Figure 1. Where the registers sit (run 1).
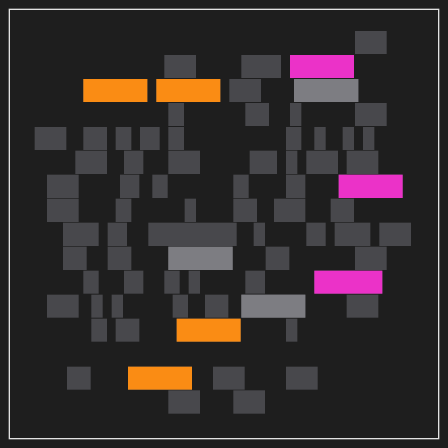
Figure 2. Congestion heat map (run 1).
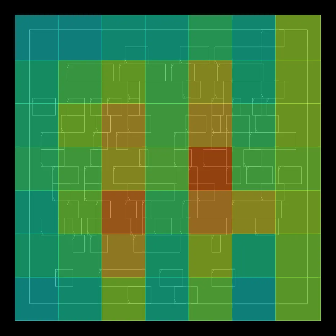
Figure 3. Signal wires on met1 (run 1).
Supply wires on this layer in gray.
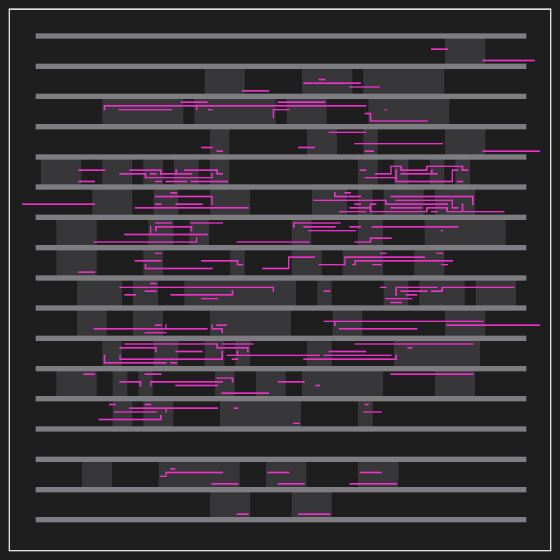
===== config.mk =====
export PLATFORM = sky130hd
export DESIGN_NAME = tff_count_ctrl_flat
export DESIGN_NICKNAME = d
export VERILOG_FILES = /design/src/rtl/tff_count_ctrl_if.sv /design/src/rtl/tff_count_ctrl.sv /design/src/flat_wrapper.sv
export SDC_FILE = /design/constraint.sdc
export NUM_CORES = 1
export LEC_CHECK = 0
export CAP_MARGIN = 25
export CELL_PAD_IN_SITES_DETAIL_PLACEMENT = 1
export CELL_PAD_IN_SITES_GLOBAL_PLACEMENT = 2
export CORE_MARGIN = 2
export CORE_UTILIZATION = 25
export CTS_CLUSTER_DIAMETER = 80
export CTS_CLUSTER_SIZE = 25
export DETAILED_ROUTE_END_ITERATION = 7
export MAX_ROUTING_LAYER = met4
export PLACE_DENSITY = 0.82
export SYNTH_ARGS = -nofsm -noshare
export SYNTH_HDL_FRONTEND = slang
export SYNTH_SLANG_ARGS = --single-unit

===== constraint.sdc =====
create_clock -name clock -period 2.06 [get_ports clock]
set_input_delay 0.412 -clock clock [delete_from_list [all_inputs] [get_ports clock]]
set_output_delay 0.412 -clock clock [all_outputs]
set_load 0.02 [all_outputs]

===== src/rtl/tff_count_ctrl_if.sv =====
// rtl/tff_count_ctrl_if.sv - control/status bundle between a TFF bank sequencer and its bank
interface tff_count_ctrl_if #(
  parameter int W = 4
);
  logic         start;
  logic         stop;
  logic         mode_up;
  logic [W-1:0] q_in;
  logic [W-1:0] t_en;
  logic         bank_clear;
  logic         busy;
  logic         done;
  logic         wrap;
  logic         err;

  modport master (
    output start, stop, mode_up, q_in,
    input  t_en, bank_clear, busy, done, wrap, err
  );

  modport slave (
    input  start, stop, mode_up, q_in,
    output t_en, bank_clear, busy, done, wrap, err
  );
endinterface


===== src/rtl/tff_count_ctrl.sv =====
// rtl/tff_count_ctrl.sv - sequencer driving a toggle-flip-flop bank as a modulo-MOD up/down counter
module tff_count_ctrl #(
  parameter int W        = 4,
  parameter int MOD      = 10,
  parameter int DIV      = 1,
  parameter int ONE_SHOT = 0
) (
  input logic           clock,
  input logic           clear,
  tff_count_ctrl_if.slave bus
);

  localparam int            WP      = W + 1;
  localparam int            PW      = (DIV > 1) ? $clog2(DIV) : 1;
  localparam logic [W:0]    MOD_W   = WP'(MOD);
  localparam logic [W:0]    TOP_W   = WP'(MOD - 1);
  localparam logic [PW-1:0] PS_LAST = PW'(DIV - 1);
  localparam logic          ONESHOT = (ONE_SHOT != 0);

  typedef enum logic [2:0] {
    S_IDLE,
    S_CLR,
    S_RUN,
    S_PAUSE,
    S_DONE
  } state_t;

  state_t        state;
  state_t        state_nxt;
  logic [PW-1:0] ps;
  logic [PW-1:0] ps_nxt;
  logic          step;
  logic          bank_clear_nxt;

  logic [W:0]    q_ext;
  logic [W:0]    nxt_cnt;
  logic          in_range;
  logic          at_wrap;
  logic [W-1:0]  flip;

  logic [W-1:0]  t_en_q;
  logic          wrap_q;
  logic          err_q;
  logic          bank_clear_q;

  // Next count is formed one bit wider so MOD == 2**W compares without overflow.
  always_comb begin
    q_ext    = {1'b0, bus.q_in};
    in_range = (q_ext < MOD_W);
    at_wrap  = 1'b0;
    nxt_cnt  = '0;
    if (in_range) begin
      if (bus.mode_up) begin
        at_wrap = (q_ext == TOP_W);
        nxt_cnt = at_wrap ? '0 : q_ext + 1'b1;
      end else begin
        at_wrap = (q_ext == '0);
        nxt_cnt = at_wrap ? TOP_W : q_ext - 1'b1;
      end
    end
    flip = W'(q_ext ^ nxt_cnt);
  end

  always_comb begin
    state_nxt      = state;
    ps_nxt         = ps;
    step           = 1'b0;
    bank_clear_nxt = 1'b0;
    case (state)
      S_IDLE: begin
        ps_nxt = '0;
        if (bus.start) begin
          state_nxt      = S_CLR;
          bank_clear_nxt = 1'b1;
        end
      end
      S_CLR: begin
        ps_nxt    = '0;
        state_nxt = S_RUN;
      end
      S_RUN: begin
        if (bus.stop) begin
          state_nxt = S_PAUSE;
        end else if (ps == PS_LAST) begin
          ps_nxt = '0;
          step   = 1'b1;
          if (ONESHOT && at_wrap) state_nxt = S_DONE;
        end else begin
          ps_nxt = ps + 1'b1;
        end
      end
      S_PAUSE: begin
        // Prescaler is left untouched so a resume completes the interrupted interval.
        if (bus.stop) begin
          state_nxt      = S_IDLE;
          bank_clear_nxt = 1'b1;
        end else if (bus.start) begin
          state_nxt = S_RUN;
        end
      end
      S_DONE: begin
        if (bus.stop) begin
          state_nxt = S_IDLE;
        end else if (bus.start) begin
          state_nxt      = S_CLR;
          bank_clear_nxt = 1'b1;
        end
      end
      default: state_nxt = S_IDLE;
    endcase
  end

  always_ff @(posedge clock) begin
    if (clear) begin
      state        <= S_IDLE;
      ps           <= '0;
      t_en_q       <= '0;
      wrap_q       <= 1'b0;
      err_q        <= 1'b0;
      bank_clear_q <= 1'b1;
    end else begin
      state        <= state_nxt;
      ps           <= ps_nxt;
      t_en_q       <= step ? flip : '0;
      wrap_q       <= step & at_wrap;
      bank_clear_q <= bank_clear_nxt;
      if (step && !in_range) err_q <= 1'b1;
    end
  end

  assign bus.t_en       = t_en_q;
  assign bus.wrap       = wrap_q;
  assign bus.err        = err_q;
  assign bus.bank_clear = bank_clear_q;
  assign bus.busy       = (state == S_CLR) || (state == S_RUN) || (state == S_PAUSE);
  assign bus.done       = (state == S_DONE);

endmodule


===== src/flat_wrapper.sv =====
// flat-port wrapper written by rule: the top's interface ports become plain ports
module tff_count_ctrl_flat 
#(
  parameter int W        = 4,
  parameter int MOD      = 10,
  parameter int DIV      = 1,
  parameter int ONE_SHOT = 0
)
  (clock, clear, bus_start, bus_stop, bus_mode_up, bus_q_in, bus_t_en, bus_bank_clear, bus_busy, bus_done, bus_wrap, bus_err);
  tff_count_ctrl_if #(.W(W)) bus_i ();
  input logic clock;
  input logic clear;
  input wire logic [$bits(bus_i.start)-1:0] bus_start;
  input wire logic [$bits(bus_i.stop)-1:0] bus_stop;
  input wire logic [$bits(bus_i.mode_up)-1:0] bus_mode_up;
  input wire logic [$bits(bus_i.q_in)-1:0] bus_q_in;
  output wire logic [$bits(bus_i.t_en)-1:0] bus_t_en;
  output wire logic [$bits(bus_i.bank_clear)-1:0] bus_bank_clear;
  output wire logic [$bits(bus_i.busy)-1:0] bus_busy;
  output wire logic [$bits(bus_i.done)-1:0] bus_done;
  output wire logic [$bits(bus_i.wrap)-1:0] bus_wrap;
  output wire logic [$bits(bus_i.err)-1:0] bus_err;
  assign bus_i.start = bus_start;
  assign bus_i.stop = bus_stop;
  assign bus_i.mode_up = bus_mode_up;
  assign bus_i.q_in = bus_q_in;
  assign bus_t_en = bus_i.t_en;
  assign bus_bank_clear = bus_i.bank_clear;
  assign bus_busy = bus_i.busy;
  assign bus_done = bus_i.done;
  assign bus_wrap = bus_i.wrap;
  assign bus_err = bus_i.err;
  tff_count_ctrl #(.W(W), .MOD(MOD), .DIV(DIV), .ONE_SHOT(ONE_SHOT)) u_core (.clock(clock), .clear(clear), .bus(bus_i));
endmodule

==> impl_table.tex, run 1 <==
% Implementation results table
\begin{tabular}{lr}
\hline
Metric & Value \\
\hline
\multicolumn{2}{l}{\textbf{Power}} \\
Maximum ir drop on the vdd rail & 0.000249 V \\
Switch Pwr & 120 µW \\
Top contributor to total power & registers \\
Clock power share & 0.291 \\
\multicolumn{2}{l}{\textbf{Drt}} \\
Final antenna-violating net count & 0 \\
First-iteration detailed-routing DRC count & 1 \\
Total number of vias & 482 \\
\multicolumn{2}{l}{\textbf{Final layout}} \\
Design Area, Final & 728 µm² \\
Nets & 86 \\
\multicolumn{2}{l}{\textbf{Clocking}} \\
\# hold bufs at CTS & 0 \\
Clk latency late pin & 0.26 ns \\
Number of clock sinks & 10 \\
Clock transition at the register clock pins on the worst setup and hold paths after CTS & 0.06 ns \\
\multicolumn{2}{l}{\textbf{Worst setup path}} \\
Kind of cell adding the most delay to the critical path & buffers and inverters \\
Worst reg-to-reg path cell count & 3 \\
Setup slack of the most critical reg-to-reg path & 0.97 ns \\
Slowest cell delay on critical path & 0.62 ns \\
Worst setup path class & reg2out \\
Critical Path RT & 1.65 ns \\
Element type at the critical path start & flop \\
Crit path DAT & 1.54 ns \\
Worst reg2reg path endpoint & u\_core.bus.wrap \\
Worst path buffer plus inverter count & 1 \\
Maximum net fanout on the critical path & 7 \\
\multicolumn{2}{l}{\textbf{Yosys}} \\
EDFF count, synth & 0 \\
Flip-flop and latch count after synthesis & 10 \\
Syn avg cell area & 9.03 µm² \\
Most area-hungry cell type in the Yosys netlist & sky130\_fd\_sc\_hd\_\_dfxtp\_1 \\
Instance tally after logic synthesis & 55 \\
Main flop type & sky130\_fd\_sc\_hd\_\_dfxtp\_1 \\
Area contributors post-synth & sky130\_fd\_sc\_hd\_\_dfxtp\_1, sky130\_fd\_sc\_hd\_\_a2111oi\_4, sky130\_fd\_sc\_hd\_\_nor2\_1, sky130\_fd\_sc\_hd\_\_o21ai\_0, sky130\_fd\_sc\_hd\_\_mux2i\_1 \\
\multicolumn{2}{l}{\textbf{Job}} \\
Max-cap check violation count & 0 \\
\multicolumn{2}{l}{\textbf{Timing}} \\
Final Max Tran Viols & 0 \\
Pin slew with the least headroom to its limit & 0.293 ns \\
Total Neg Setup Slack & 0 ns \\
Worst Slack Setup Final & 0.108 ns \\
Clock skew & 0.00496 ns \\
Upper clock frequency limit & 0.512 GHz \\
\multicolumn{2}{l}{\textbf{Placement}} \\
Post-Place Cell Area & 702 µm² \\
Placer's final routability congestion estimate & 0.815 \\
\multicolumn{2}{l}{\textbf{Die}} \\
Fp util & 0.258 \\
I/O pins & 18 \\
Die Span X & 48.6 µm \\
\multicolumn{2}{l}{\textbf{Status}} \\
Run status & completed \\
\multicolumn{2}{l}{\textbf{Global route}} \\
Aggregate global-route resource usage & 0.112 \\
Number of antenna violations at the first check in global routing & 0 \\
Via count of the first global-routing pass & 474 \\
\hline
\end{tabular}
Notes on Figure 1 above:
| color | signal | placed flops |
|---|---|---|
| magenta | `u_core.state` | 3 |
| orange | `u_core.bus.t_en` | 4 |
utilization of the core after routing: 0.379
power attributed to sequential cells: 214 µW
sequential standard cell area: 201 µm²
sequential portion of the cell area: 0.277

Notes on Figure 2 above:
mean routed wirelength per cell: 11.7 µm
GR met2 Demand/Resource: 0.181
met1 Track Usage GR: 0.128

Notes on Figure 3 above:
wire length on this layer: 544 µm
nets with wire on the layer: 74
longest straight run: 23.5 µm

-- run 1: placed cells by master (no fill, tap or decap) --
master | synthesis | final
sky130_fd_sc_hd__nand2_1 | 2 | 2
sky130_fd_sc_hd__a2111oi_4 | 1 | 1
sky130_fd_sc_hd__nand4bb_1 | 1 | 1
sky130_fd_sc_hd__nor4_1 | 1 | 1
sky130_fd_sc_hd__o22ai_1 | 1 | 1
sky130_fd_sc_hd__a211oi_1 | 1 | 1
sky130_fd_sc_hd__o21bai_1 | 1 | 1
sky130_fd_sc_hd__inv_1 | 2 | 2
sky130_fd_sc_hd__clkdlybuf4s50_1 | 0 | 16
sky130_fd_sc_hd__nor3_1 | 3 | 3
sky130_fd_sc_hd__and3_1 | 2 | 2
sky130_fd_sc_hd__dfxtp_2 | 0 | 1
sky130_fd_sc_hd__o31ai_1 | 1 | 1
sky130_fd_sc_hd__a221o_1 | 1 | 1
sky130_fd_sc_hd__nand3_1 | 2 | 2
sky130_fd_sc_hd__dlymetal6s2s_1 | 0 | 1
sky130_fd_sc_hd__and3b_1 | 1 | 1
sky130_fd_sc_hd__mux2i_1 | 2 | 2
sky130_fd_sc_hd__nor2_1 | 7 | 7
sky130_fd_sc_hd__dfxtp_1 | 10 | 9
sky130_fd_sc_hd__o21ai_0 | 5 | 5
sky130_fd_sc_hd__nand2b_1 | 1 | 1
sky130_fd_sc_hd__a21oi_1 | 1 | 1
sky130_fd_sc_hd__buf_4 | 0 | 3
sky130_fd_sc_hd__clkbuf_4 | 0 | 3
sky130_fd_sc_hd__o32a_1 | 1 | 1
sky130_fd_sc_hd__and2_1 | 1 | 1
sky130_fd_sc_hd__nor3b_1 | 1 | 1
sky130_fd_sc_hd__a31oi_1 | 2 | 2
sky130_fd_sc_hd__or3_4 | 1 | 1
-- run 1: per-stage QoR --
stage                     hold WS [ns]  power, mW
after floorplan                  0.487      0.268
after global placement           0.475      0.316
after detailed placement         0.478      0.318
after CTS                        0.486      0.450
after global routing             0.510      0.468
final                            0.478      0.442
-- run 1: per-layer routing --
| metal | share of wire | track usage | vias to the layer above |
|---|---|---|---|
| met5 | 0 | - | - |
| met2 | 0.49 | 0.181 | 11 |
| li1 | - | - | 245 |
| met4 | 0.0067 | 0.0571 | 0 |
| met3 | 0.046 | 0.0309 | 2 |
| met1 | 0.45 | 0.128 | 224 |
-- run 1: flip-flops by register name, summed over array words and instances, names as in the netlist --
register	cells
u_core.bus.err	1
u_core.bus.bank_clear	1
u_core.bus.wrap	1
u_core.bus.t_en	4
u_core.state	3
-- run 1: kinds of logic after synthesis --
logic type	Yosys count	synth area share
AND-OR/OR-AND	15	0.239
buffers and inverters	5	0.0579
flip-flops	10	0.403
multiplexers	2	0.0403
AND/OR/NAND/NOR	23	0.259
-- run 1: timing repair --
action,in CTS,in global routing
setup buffers,0,0
setup endpoints to repair,0,2
resized,0,2
-- run 1: cell type report --
class | count | area, µm²
Clock buffer | 3 | 22.5
Fill cell | 240 | 1190
Inverter | 2 | 7.51
Multi-Input combinational cell | 40 | 268
Sequential cell | 10 | 201
Tap cell | 27 | 33.8
Timing Repair Buffer | 20 | 195
==> run 1 -> run 2 <==
--- a/config.mk
+++ b/config.mk
@@ -14,7 +14,7 @@
 export CTS_CLUSTER_SIZE = 25
 export DETAILED_ROUTE_END_ITERATION = 7
 export MAX_ROUTING_LAYER = met4
-export PLACE_DENSITY = 0.82
+export PLACE_DENSITY = 0.79
 export SYNTH_ARGS = -nofsm -noshare
 export SYNTH_HDL_FRONTEND = slang
 export SYNTH_SLANG_ARGS = --single-unit
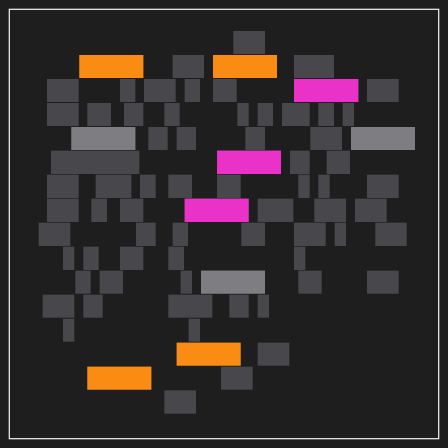
Figure 4: run 2, where the registers sit.
| color | signal | placed flops |
|---|---|---|
| orange | `u_core.bus.t_en` | 4 |
| magenta | `u_core.state` | 3 |
power attributed to sequential cells: 213 µW
sequential portion of the cell area: 0.270
utilization of the core after routing: 0.385
sequential standard cell area: 200 µm²

==> impl_table.tex, run 2 <==
% Implementation results table
\begin{tabular}{lr}
\hline
Metric & Value \\
\hline
\multicolumn{2}{l}{\textbf{Yosys}} \\
Sequential cell area fraction in the yosys report & 0.403 (unchanged) \\
Most area-hungry cell type in the Yosys netlist & sky130\_fd\_sc\_hd\_\_dfxtp\_1 (unchanged) \\
Instance tally after logic synthesis & 55 (unchanged) \\
Mapped cell area & 497 µm² (unchanged) \\
Area contributors post-synth & sky130\_fd\_sc\_hd\_\_dfxtp\_1, sky130\_fd\_sc\_hd\_\_a2111oi\_4, sky130\_fd\_sc\_hd\_\_nor2\_1, sky130\_fd\_sc\_hd\_\_o21ai\_0, sky130\_fd\_sc\_hd\_\_mux2i\_1 (unchanged) \\
Flip-flop and latch count after synthesis & 10 (unchanged) \\
Yosys cell count & 55 (unchanged) \\
Syn avg cell area & 9.03 µm² (unchanged) \\
Cell Type Count & 28 (unchanged) \\
Main flop type & sky130\_fd\_sc\_hd\_\_dfxtp\_1 (unchanged) \\
EDFF count, synth & 0 (unchanged) \\
Mapped Nets & 64 (unchanged) \\
Post-synthesis async set-or-reset flop share & 0 (unchanged) \\
Largest type area fraction & 0.403 (unchanged) \\
\multicolumn{2}{l}{\textbf{Die}} \\
I/O pins & 18 (unchanged) \\
Fp util & 0.258 (unchanged) \\
Area of the chip & 0.00236 mm² (unchanged) \\
Die Span X & 48.6 µm (unchanged) \\
Std-Cell Rows & 16 (unchanged) \\
\multicolumn{2}{l}{\textbf{Final layout}} \\
Most used logic cell in the final layout & sky130\_fd\_sc\_hd\_\_clkdlybuf4s50\_1 (unchanged) \\
Fillers & 241 (was 240) \\
Logic cell area & 268 µm² (unchanged) \\
Nets & 86 (unchanged) \\
Layout overhead on the synthesized area & 49.1\% (was 46.6\%) \\
Ant. Diodes & 0 (unchanged) \\
Most used cells in the layout excluding fill and tap cells & sky130\_fd\_sc\_hd\_\_clkdlybuf4s50\_1, sky130\_fd\_sc\_hd\_\_dfxtp\_1, sky130\_fd\_sc\_hd\_\_nor2\_1, sky130\_fd\_sc\_hd\_\_o21ai\_0 (unchanged) \\
Number of flip-flops in the largest register & 4 (unchanged) \\
Proportion of layout cells with a drive suffix above 1 & 0.118 (was 0.120) \\
\multicolumn{2}{l}{\textbf{Clocking}} \\
TritonCTS clock tree & yes (unchanged) \\
Number of clock sinks & 10 (unchanged) \\
\# hold bufs at CTS & 0 (unchanged) \\
Setup Fix Bufs, Post-CTS & 0 (unchanged) \\
Clock transition at the register clock pins on the worst setup and hold paths after CTS & 0.07 ns (was 0.06 ns) \\
Count of H-tree levels built during CTS & 1 (unchanged) \\
Clk latency late pin & 0.26 ns (about the same) \\
Clock root buffer & sky130\_fd\_sc\_hd\_\_clkbuf\_4 (unchanged) \\
\multicolumn{2}{l}{\textbf{Worst setup path}} \\
Maximum net fanout on the critical path & 7 (unchanged) \\
Element type at the critical path start & flop (unchanged) \\
Critical Path RT & 1.65 ns (about the same) \\
Worst setup path class & reg2out (unchanged) \\
Crit path DAT & 1.53 ns (was 1.54 ns) \\
\multicolumn{2}{l}{\textbf{Drt}} \\
Final antenna-violating net count & 0 (unchanged) \\
Detail-routed via count per cell & 4.65 (was 4.73) \\
Total number of vias & 479 (was 482) \\
Mean routed wirelength per cell & 11.4 µm (was 11.7 µm) \\
First-iteration detailed-routing DRC count & 2 (was 1) \\
Post-Route WL & 1180 µm (was 1200 µm) \\
First-pass detailed-route iteration total & 2 (was 3) \\
\multicolumn{2}{l}{\textbf{Timing}} \\
Final Max Tran Viols & 0 (unchanged) \\
Number of failing setup endpoints in the final timing report & 0 (unchanged) \\
Max-slew headroom at the worst pin & 0.772 (was 0.803) \\
Unrepaired setup endpoints after global routing & no (unchanged) \\
Clock skew & 0.00920 ns (was 0.00496 ns) \\
Ratio of final minimum period to clock period & 0.941 (was 0.948) \\
Pin slew with the least headroom to its limit & 0.341 ns (was 0.293 ns) \\
Final Hold Vio Count & 0 (unchanged) \\
Upper clock frequency limit & 0.516 GHz (was 0.512 GHz) \\
Total Neg Setup Slack & 0 ns (unchanged) \\
\multicolumn{2}{l}{\textbf{Placement}} \\
Post-Place Cells & 99 (unchanged) \\
Final HPWL DP & 895 µm (was 934 µm) \\
\# port buffers & 17 (unchanged) \\
Placer's final routability congestion estimate & 0.818 (was 0.815) \\
\multicolumn{2}{l}{\textbf{Global route}} \\
Aggregate global-route resource usage & 0.114 (was 0.112) \\
Via count of the first global-routing pass & 435 (was 474) \\
Number of antenna violations at the first check in global routing & 0 (unchanged) \\
Global route overflow & 0 (unchanged) \\
\multicolumn{2}{l}{\textbf{Power}} \\
Total leakage power & 0.281 nW (was 0.274 nW) \\
Maximum ir drop on the vdd rail & 0.000292 V (was 0.000249 V) \\
\multicolumn{2}{l}{\textbf{Job}} \\
Tool warnings & 26 (unchanged) \\
Max-cap check violation count & 0 (unchanged) \\
\multicolumn{2}{l}{\textbf{Status}} \\
Run status & completed (unchanged) \\
\hline
\end{tabular}
[run 2: cell counts after synthesis]
Identical to the previous run, type by type.
[run 2: logic make-up (layout without fill, tap and decap cells)]
kind of cell | count (synthesis) | count (layout) | share of synthesized area
flops | 10 | 10 | 0.403
compound gates | 15 | 15 | 0.239
buf+inv | 5 | 26 | 0.0579
simple gates | 23 | 23 | 0.259
mux | 2 | 2 | 0.0403
[run 2: path summary, 6_finish.rpt]
path | startpoint | endpoint | slack, ns | cells past startpoint
hold / removal | u_core.bus.err | u_core.bus.err | 0.47 | 2
setup reg to reg | u_core.state[1] | u_core.bus.wrap | 0.95 | 2
setup / recovery | u_core.state[1] | bus_busy | 0.12 | 3
hold reg to reg | u_core.bus.err | u_core.bus.err | 0.47 | 2
[run 2: repair_timing]
action | 4_1_cts | 5_1_grt
endpoints found under the hold margin | 0 | 0
gates resized | 0 | 1
endpoints found under the setup margin | 0 | 1
[run 2: routing by layer]
metal / vias up / GRT usage / wire length, µm
li1: 249 / - / -
met1: 216 / 0.136 / 564
met2: 12 / 0.174 / 533
met3: 2 / 0.0432 / 65
met4: 0 / 0.0429 / 12
met5: - / - / 0
[run 2: power by group]
group / internal [mW] / switching, mW
sequential: 0.203 / 0.0101
clock: 0.107 / 0.0688
combinational: 0.0512 / 0.0469
total: 0.361 / 0.126
[run 2: through the flow]
step	cell area, µm²	total power [mW]	utilization	setup slack, ns	hold WS (ns)
after global placement	702	0.315	0.365	0.297	0.464
after global routing	741	0.518	0.385	0.0336	0.507
after floorplan	497	0.268	-	0.701	0.487
after detailed placement	702	0.317	0.365	0.309	0.467
final	741	0.487	0.385	0.122	0.469
after CTS	738	0.494	0.384	0.0343	0.476
[run 2: critical path, stage by stage, from the launching register on]
cell                              delay [ns]
sky130_fd_sc_hd__dfxtp_1                0.45
sky130_fd_sc_hd__nor2_1                 0.11
sky130_fd_sc_hd__nor2_1                 0.10
sky130_fd_sc_hd__clkdlybuf4s50_1        0.60
[run 2: final cells by class]
class | count | area share
Clock buffer | 4 | 0.0490
Inverter | 2 | 0.0101
Sequential cell | 10 | 0.270
Multi-Input combinational cell | 40 | 0.361
Timing Repair Buffer | 20 | 0.264
Tap cell | 27 | 0.0456
==> run 2 -> run 3 <==
--- a/config.mk
+++ b/config.mk
@@ -13,6 +13,7 @@
 export CTS_CLUSTER_DIAMETER = 80
 export CTS_CLUSTER_SIZE = 25
 export DETAILED_ROUTE_END_ITERATION = 7
+export HOLD_SLACK_MARGIN = 0.03
 export MAX_ROUTING_LAYER = met4
 export PLACE_DENSITY = 0.79
 export SYNTH_ARGS = -nofsm -noshare
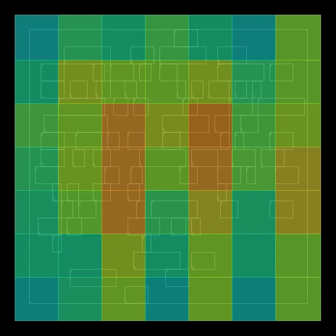
Figure 5: run 3, congestion heat map.
GR Layer Usage met3: 0.0432
GR met2 Demand/Resource: 0.174
most crowded layer after global routing: met2
aggregate global-route resource usage: 0.114

==> impl_table.tex, run 3 <==
% Implementation results table
\begin{tabular}{lr}
\hline
Metric & Value \\
\hline
\multicolumn{2}{l}{\textbf{Status}} \\
Run status & completed (unchanged) \\
\multicolumn{2}{l}{\textbf{Drt}} \\
Final antenna-violating net count & 0 (unchanged) \\
First-iteration detailed-routing DRC count & 2 (unchanged) \\
Post-Route WL & 1180 µm (unchanged) \\
Total number of vias & 479 (unchanged) \\
Detail-routed via count per cell & 4.65 (unchanged) \\
Mean routed wirelength per cell & 11.4 µm (unchanged) \\
\multicolumn{2}{l}{\textbf{Yosys}} \\
Yosys cell count & 55 (unchanged) \\
Syn avg cell area & 9.03 µm² (unchanged) \\
Area contributors post-synth & sky130\_fd\_sc\_hd\_\_dfxtp\_1, sky130\_fd\_sc\_hd\_\_a2111oi\_4, sky130\_fd\_sc\_hd\_\_nor2\_1, sky130\_fd\_sc\_hd\_\_o21ai\_0, sky130\_fd\_sc\_hd\_\_mux2i\_1 (unchanged) \\
Largest type area fraction & 0.403 (unchanged) \\
Main flop type & sky130\_fd\_sc\_hd\_\_dfxtp\_1 (unchanged) \\
Most area-hungry cell type in the Yosys netlist & sky130\_fd\_sc\_hd\_\_dfxtp\_1 (unchanged) \\
EDFF count, synth & 0 (unchanged) \\
Sequential cell area fraction in the yosys report & 0.403 (unchanged) \\
Mapped cell area & 497 µm² (unchanged) \\
Flip-flop and latch count after synthesis & 10 (unchanged) \\
Mapped Nets & 64 (unchanged) \\
Instance tally after logic synthesis & 55 (unchanged) \\
Post-synthesis async set-or-reset flop share & 0 (unchanged) \\
\multicolumn{2}{l}{\textbf{Clocking}} \\
Number of clock sinks & 10 (unchanged) \\
\# hold bufs at CTS & 0 (unchanged) \\
Count of H-tree levels built during CTS & 1 (unchanged) \\
Setup Fix Bufs, Post-CTS & 0 (unchanged) \\
Clock transition at the register clock pins on the worst setup and hold paths after CTS & 0.07 ns (about the same) \\
Post-CTS resize count & 0 (unchanged) \\
Clk latency late pin & 0.26 ns (about the same) \\
\multicolumn{2}{l}{\textbf{Worst setup path}} \\
Critical Path RT & 1.65 ns (about the same) \\
CP dominant cell by count & sky130\_fd\_sc\_hd\_\_nor2\_1 (unchanged) \\
Slowest cell on the critical path & sky130\_fd\_sc\_hd\_\_clkdlybuf4s50\_1 (unchanged) \\
Element type at the critical path start & flop (unchanged) \\
Worst path buffer plus inverter count & 1 (unchanged) \\
Cell chain of the critical path & nor2\_1 > nor2\_1 > clkdlybuf4s50\_1 (unchanged) \\
Slowest cell delay on critical path & 0.60 ns (about the same) \\
Kind of cell adding the most delay to the critical path & buffers and inverters (unchanged) \\
Worst setup path class & reg2out (unchanged) \\
Maximum net fanout on the critical path & 7 (unchanged) \\
Crit path DAT & 1.53 ns (about the same) \\
\multicolumn{2}{l}{\textbf{Final layout}} \\
Layout overhead on the synthesized area & 49.1\% (unchanged) \\
Utilization of the core after routing & 0.385 (unchanged) \\
Nets & 86 (unchanged) \\
Proportion of layout cells with a drive suffix above 1 & 0.118 (unchanged) \\
Fillers & 241 (unchanged) \\
Most used cells in the layout excluding fill and tap cells & sky130\_fd\_sc\_hd\_\_clkdlybuf4s50\_1, sky130\_fd\_sc\_hd\_\_dfxtp\_1, sky130\_fd\_sc\_hd\_\_nor2\_1, sky130\_fd\_sc\_hd\_\_o21ai\_0 (unchanged) \\
Ant. Diodes & 0 (unchanged) \\
Most used logic cell in the final layout & sky130\_fd\_sc\_hd\_\_clkdlybuf4s50\_1 (unchanged) \\
Number of flip-flops in the largest register & 4 (unchanged) \\
\multicolumn{2}{l}{\textbf{Timing}} \\
Final Max Tran Viols & 0 (unchanged) \\
Clock skew & 0.00920 ns (unchanged) \\
Number of failing setup endpoints in the final timing report & 0 (unchanged) \\
Total Neg Setup Slack & 0 ns (unchanged) \\
Ratio of final minimum period to clock period & 0.941 (unchanged) \\
Max-slew headroom at the worst pin & 0.772 (unchanged) \\
Final Hold Vio Count & 0 (unchanged) \\
Unrepaired setup endpoints after global routing & no (unchanged) \\
Upper clock frequency limit & 0.516 GHz (unchanged) \\
Pin slew with the least headroom to its limit & 0.341 ns (unchanged) \\
\multicolumn{2}{l}{\textbf{Die}} \\
I/O pins & 18 (unchanged) \\
Die Span X & 48.6 µm (unchanged) \\
Core area & 0.00192 mm² (unchanged) \\
Fp util & 0.258 (unchanged) \\
Std-Cell Rows & 16 (unchanged) \\
Area of the chip & 0.00236 mm² (unchanged) \\
\multicolumn{2}{l}{\textbf{Placement}} \\
Placer's final routability congestion estimate & 0.818 (unchanged) \\
Final HPWL DP & 895 µm (unchanged) \\
\# port buffers & 17 (unchanged) \\
\multicolumn{2}{l}{\textbf{Job}} \\
Tool warnings & 26 (unchanged) \\
Max-cap check violation count & 0 (unchanged) \\
\multicolumn{2}{l}{\textbf{Power}} \\
Maximum ir drop on the vdd rail & 0.000292 V (unchanged) \\
Total leakage power & 0.281 nW (unchanged) \\
\multicolumn{2}{l}{\textbf{Global route}} \\
Global route overflow & 0 (unchanged) \\
Number of antenna violations at the first check in global routing & 0 (unchanged) \\
Via count of the first global-routing pass & 435 (unchanged) \\
Global-route wire length before repair & 2010 µm (unchanged) \\
\hline
\end{tabular}
## run 3: cell counts in the layout (fill, tap and decap cells not counted)
No cell type changed its count.
## run 3: report_power, final
group | internal (mW) | switching [mW]
Sequential | 0.203 | 0.0101
Combinational | 0.0512 | 0.0469
Clock | 0.107 | 0.0688
## run 3: per-stage QoR
step	std cells	worst slack (ns)	hold WS [ns]	power, mW	area, µm²
6_report	103	0.122	0.469	0.487	741
5_1_grt	103	0.0336	0.507	0.518	741
4_1_cts	103	0.0343	0.476	0.494	738
3_5_place_dp	99	0.309	0.467	0.317	702
3_3_place_gp	99	0.297	0.464	0.315	702
2_1_floorplan	55	0.701	0.487	0.268	497
## run 3: worst reg2reg max path: stages, from the launching register on
cell and delay [ns]:
sky130_fd_sc_hd__dfxtp_1 0.45, sky130_fd_sc_hd__nand3_1 0.30, sky130_fd_sc_hd__a2111oi_4 0.26
## run 3: path summary, 6_finish.rpt
check	from	to	slack, ns	cells after the start
max	u_core.state[1]	bus_busy	0.12	3
min reg2reg	u_core.bus.err	u_core.bus.err	0.47	2
min	u_core.bus.err	u_core.bus.err	0.47	2
max reg2reg	u_core.state[1]	u_core.bus.wrap	0.95	2
## run 3: layer usage
| metal | global-route usage | up-vias | share of wire | wire length, µm |
|---|---|---|---|---|
| met5 | - | - | 0 | 0 |
| li1 | - | 249 | - | - |
| met3 | 0.0432 | 2 | 0.055 | 65 |
| met4 | 0.0429 | 0 | 0.010 | 12 |
| met1 | 0.136 | 216 | 0.48 | 564 |
| met2 | 0.174 | 12 | 0.45 | 533 |
## run 3: final cells by class
class | instances | area [µm²] | share of cell area
flip-flops and latches | 10 | 200 | 0.270
clock buffers | 4 | 36.3 | 0.0490
repair buffers | 20 | 195 | 0.264
inverters | 2 | 7.51 | 0.0101
well taps | 27 | 33.8 | 0.0456
multi-input cells | 40 | 268 | 0.361
## run 3: cells by family (layout without fill, tap and decap cells)
group,after synthesis,count (layout),synth area share
simple gates,23,23,0.259
compound gates,15,15,0.239
flops,10,10,0.403
buf+inv,5,26,0.0579
mux,2,2,0.0403
Power figures rest on the tool's default switching activity, not on a simulated workload.
